$ cat config.mk
export PLATFORM = sky130hd
export DESIGN_NAME = cache_miss_responder
export DESIGN_NICKNAME = d
export VERILOG_FILES = /design/src/rtl/cache_miss_responder.sv
export SDC_FILE = /design/constraint.sdc
export NUM_CORES = 1
export LEC_CHECK = 0
export CORE_MARGIN = 2
export CORE_UTILIZATION = 41
export CTS_BUF_LIST = sky130_fd_sc_hd__clkbuf_4 sky130_fd_sc_hd__clkbuf_8
export CTS_CLUSTER_DIAMETER = 80
export DETAILED_ROUTE_END_ITERATION = 8
export PLACE_DENSITY = 0.81
export SETUP_SLACK_MARGIN = 0.1
export SLEW_MARGIN = 10
export SYNTH_ARGS = -nofsm -noshare
export SYNTH_HDL_FRONTEND = slang
export SYNTH_SLANG_ARGS = --single-unit
export TNS_END_PERCENT = 10
$ cat constraint.sdc
create_clock -name clk -period 2.12 [get_ports clk]
set_input_delay 0.318 -clock clk [delete_from_list [all_inputs] [get_ports clk]]
set_output_delay 0.318 -clock clk [all_outputs]
set_load 0.01 [all_outputs]
$ cat src/rtl/cache_miss_responder.sv
// cache_miss_responder: services a cache miss over a req/ready memory port (optional write-back, then fill).
// Optional macro CACHE_WB_BUFFER_EN: one-entry write-back buffer, fill first, write drained after the response.
module cache_miss_responder #(
  parameter int unsigned DATA_WIDTH     = 32,
  parameter int unsigned RAM_ADDR_WIDTH = 32
) (
  input  logic                      clk,
  input  logic                      rst_n,
  input  logic                      miss_req,
  input  logic [RAM_ADDR_WIDTH-1:0] miss_addr,
  input  logic                      wb_req,
  input  logic [RAM_ADDR_WIDTH-1:0] wb_addr,
  input  logic [DATA_WIDTH-1:0]     wb_data,
  output logic                      stall,
  output logic                      fill_valid,
  output logic [DATA_WIDTH-1:0]     fill_data,
  output logic                      mem_req,
  output logic                      mem_we,
  output logic [RAM_ADDR_WIDTH-1:0] mem_addr,
  output logic [DATA_WIDTH-1:0]     mem_wdata,
  input  logic                      mem_ready,
  input  logic [DATA_WIDTH-1:0]     mem_rdata
);

  typedef enum logic [2:0] { S_IDLE, S_WB, S_FILL, S_RESP, S_DRAIN } state_e;

  localparam logic [RAM_ADDR_WIDTH-1:0] WORD_MASK = ~(RAM_ADDR_WIDTH'(3));

  state_e                    state_q, state_d;
  logic [RAM_ADDR_WIDTH-1:0] miss_addr_q, miss_addr_d;
  logic [RAM_ADDR_WIDTH-1:0] wb_addr_q, wb_addr_d;
  logic [DATA_WIDTH-1:0]     wb_data_q, wb_data_d;
  logic [DATA_WIDTH-1:0]     fill_data_q, fill_data_d;
  logic                      mem_req_q, mem_req_d;
  logic                      mem_we_q, mem_we_d;
  logic [RAM_ADDR_WIDTH-1:0] mem_addr_q, mem_addr_d;
  logic [DATA_WIDTH-1:0]     mem_wdata_q, mem_wdata_d;

  logic                      mem_done;
  logic                      fwd_hit;
  logic                      issue;
  logic                      issue_we;
  logic [RAM_ADDR_WIDTH-1:0] issue_addr;
  logic [DATA_WIDTH-1:0]     issue_wdata;
  logic                      stall_raw;

`ifdef CACHE_WB_BUFFER_EN
  logic buf_valid_q, buf_valid_d;

  // wb_addr_q/wb_data_q double as the buffer entry; a fill hitting it never touches memory.
  assign fwd_hit = buf_valid_q && ((miss_addr_q & WORD_MASK) == (wb_addr_q & WORD_MASK));
`else
  assign fwd_hit = 1'b0;
`endif

  assign mem_done = mem_req_q && mem_ready;

  always_ff @(posedge clk or negedge rst_n) begin
    if (!rst_n) begin
      state_q     <= S_IDLE;
      miss_addr_q <= '0;
      wb_addr_q   <= '0;
      wb_data_q   <= '0;
      fill_data_q <= '0;
      mem_req_q   <= 1'b0;
      mem_we_q    <= 1'b0;
      mem_addr_q  <= '0;
      mem_wdata_q <= '0;
`ifdef CACHE_WB_BUFFER_EN
      buf_valid_q <= 1'b0;
`endif
    end else begin
      state_q     <= state_d;
      miss_addr_q <= miss_addr_d;
      wb_addr_q   <= wb_addr_d;
      wb_data_q   <= wb_data_d;
      fill_data_q <= fill_data_d;
      mem_req_q   <= mem_req_d;
      mem_we_q    <= mem_we_d;
      mem_addr_q  <= mem_addr_d;
      mem_wdata_q <= mem_wdata_d;
`ifdef CACHE_WB_BUFFER_EN
      buf_valid_q <= buf_valid_d;
`endif
    end
  end

  always_comb begin
    state_d     = state_q;
    miss_addr_d = miss_addr_q;
    wb_addr_d   = wb_addr_q;
    wb_data_d   = wb_data_q;
    fill_data_d = fill_data_q;
`ifdef CACHE_WB_BUFFER_EN
    buf_valid_d = buf_valid_q;
`endif
    case (state_q)
      S_IDLE: begin
        if (miss_req) begin
          miss_addr_d = miss_addr;
          wb_addr_d   = wb_addr;
          wb_data_d   = wb_data;
`ifdef CACHE_WB_BUFFER_EN
          buf_valid_d = wb_req;
          state_d     = S_FILL;
`else
          state_d     = wb_req ? S_WB : S_FILL;
`endif
        end
      end
      S_WB: begin
        if (mem_done) state_d = S_FILL;
      end
      S_FILL: begin
        if (fwd_hit) begin
          fill_data_d = wb_data_q;
          state_d     = S_RESP;
        end else if (mem_done) begin
          fill_data_d = mem_rdata;
          state_d     = S_RESP;
        end
      end
      S_RESP: begin
`ifdef CACHE_WB_BUFFER_EN
        state_d = buf_valid_q ? S_DRAIN : S_IDLE;
`else
        state_d = S_IDLE;
`endif
      end
      S_DRAIN: begin
        if (mem_done) begin
`ifdef CACHE_WB_BUFFER_EN
          buf_valid_d = 1'b0;
`endif
          state_d = S_IDLE;
        end
      end
      default: state_d = S_IDLE;
    endcase
  end

  // A request is raised the cycle after its state is entered and its fields are frozen until completion.
  always_comb begin
    issue       = 1'b0;
    issue_we    = 1'b0;
    issue_addr  = miss_addr_q & WORD_MASK;
    issue_wdata = '0;
    case (state_q)
      S_WB, S_DRAIN: begin
        issue       = 1'b1;
        issue_we    = 1'b1;
        issue_addr  = wb_addr_q & WORD_MASK;
        issue_wdata = wb_data_q;
      end
      S_FILL:  issue = !fwd_hit;
      default: issue = 1'b0;
    endcase
    mem_req_d   = issue && !mem_done;
    mem_we_d    = mem_we_q;
    mem_addr_d  = mem_addr_q;
    mem_wdata_d = mem_wdata_q;
    if (mem_req_d && !mem_req_q) begin
      mem_we_d    = issue_we;
      mem_addr_d  = issue_addr;
      mem_wdata_d = issue_wdata;
    end
  end

  always_comb begin
    fill_valid = (state_q == S_RESP);
    case (state_q)
      S_WB, S_FILL:    stall_raw = 1'b1;
      S_IDLE, S_DRAIN: stall_raw = miss_req;
      default:         stall_raw = 1'b0;
    endcase
    stall = stall_raw && rst_n;
  end

  assign fill_data = fill_data_q;
  assign mem_req   = mem_req_q;
  assign mem_we    = mem_we_q;
  assign mem_addr  = mem_addr_q;
  assign mem_wdata = mem_wdata_q;

endmodule
==> results.txt <==
Critical Path RT: 1.80 ns
Fin. Hold Viols: 5
post-route cell area: 0.0109 mm²
failing checks: hold timing
crit-path leading delay family: flip-flops
CTS buffer count: 17
Max Used Layer: met4
Congestion Overflow GR: 0
mux share: 0.259
cell count along the critical path: 5
dpl ws: -0.0987 ns
Reg2Reg Depth: 6
switching share of power: 0.333
post-cts hold-fix buffer tally: 0
RR Startpoint: state_q[1]
synth cell count leaders: dfrtp_1 (190), nand2_1 (95), mux2_4 (80)
WHS: -0.00967 ns
status: complete, but fails checks
Final #Nets: 931
Synth flops: 190
layout cells sized above 1: 0.232
# diodes: 0
Main synth FF type: dfrtp_1
## final cells by class
type / count / share of cell area
Sequential cell: 190 / 0.437
Multi-Input combinational cell: 332 / 0.263
Timing Repair Buffer: 249 / 0.235
Tap cell: 234 / 0.0269
Clock buffer: 17 / 0.0215
Clock inverter: 15 / 0.0162
Inverter: 3 / 0.00103
## through the flow
stage | setup TNS, ns | std cells | power, mW | utilization
finish | 0 | 1040 | 16.3 | 0.582
global route | 0 | 1040 | 17.5 | 0.582
CTS | 0 | 1040 | 16.6 | 0.582
detailed placement | -0.0987 | 1005 | 14.1 | 0.559
global placement | -0.103 | 1005 | 13.8 | 0.559
floorplan | 0 | 562 | 10.7 | -
### Ports around the boundary

Scale: 3 px per µm. Pins as bars across the die edge, other pins in gray.
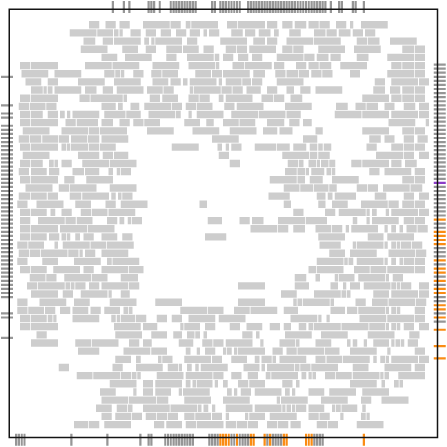
- mem_wdata: orange (pins 32; direction output; edge 17 right, 15 bottom)
- mem_ready: purple (pins 1; direction input; edge right)
- all pins by edge: 67 right, 62 top, 54 bottom, 50 left
I/O Buffers: 226
Die Span X: 142 µm
Chip Height: 142 µm

### Routing congestion

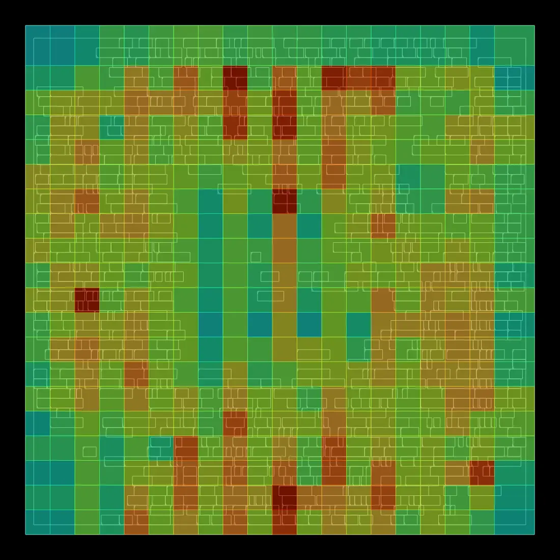
global routing's busiest layer: met2
met3 Usage GRT: 0.0511
GRT met2 Usage: 0.279
M1 GR Usage: 0.214
post-DR wirelength/cell: 16.2 µm

Power is estimated from default activity; no workload was simulated.
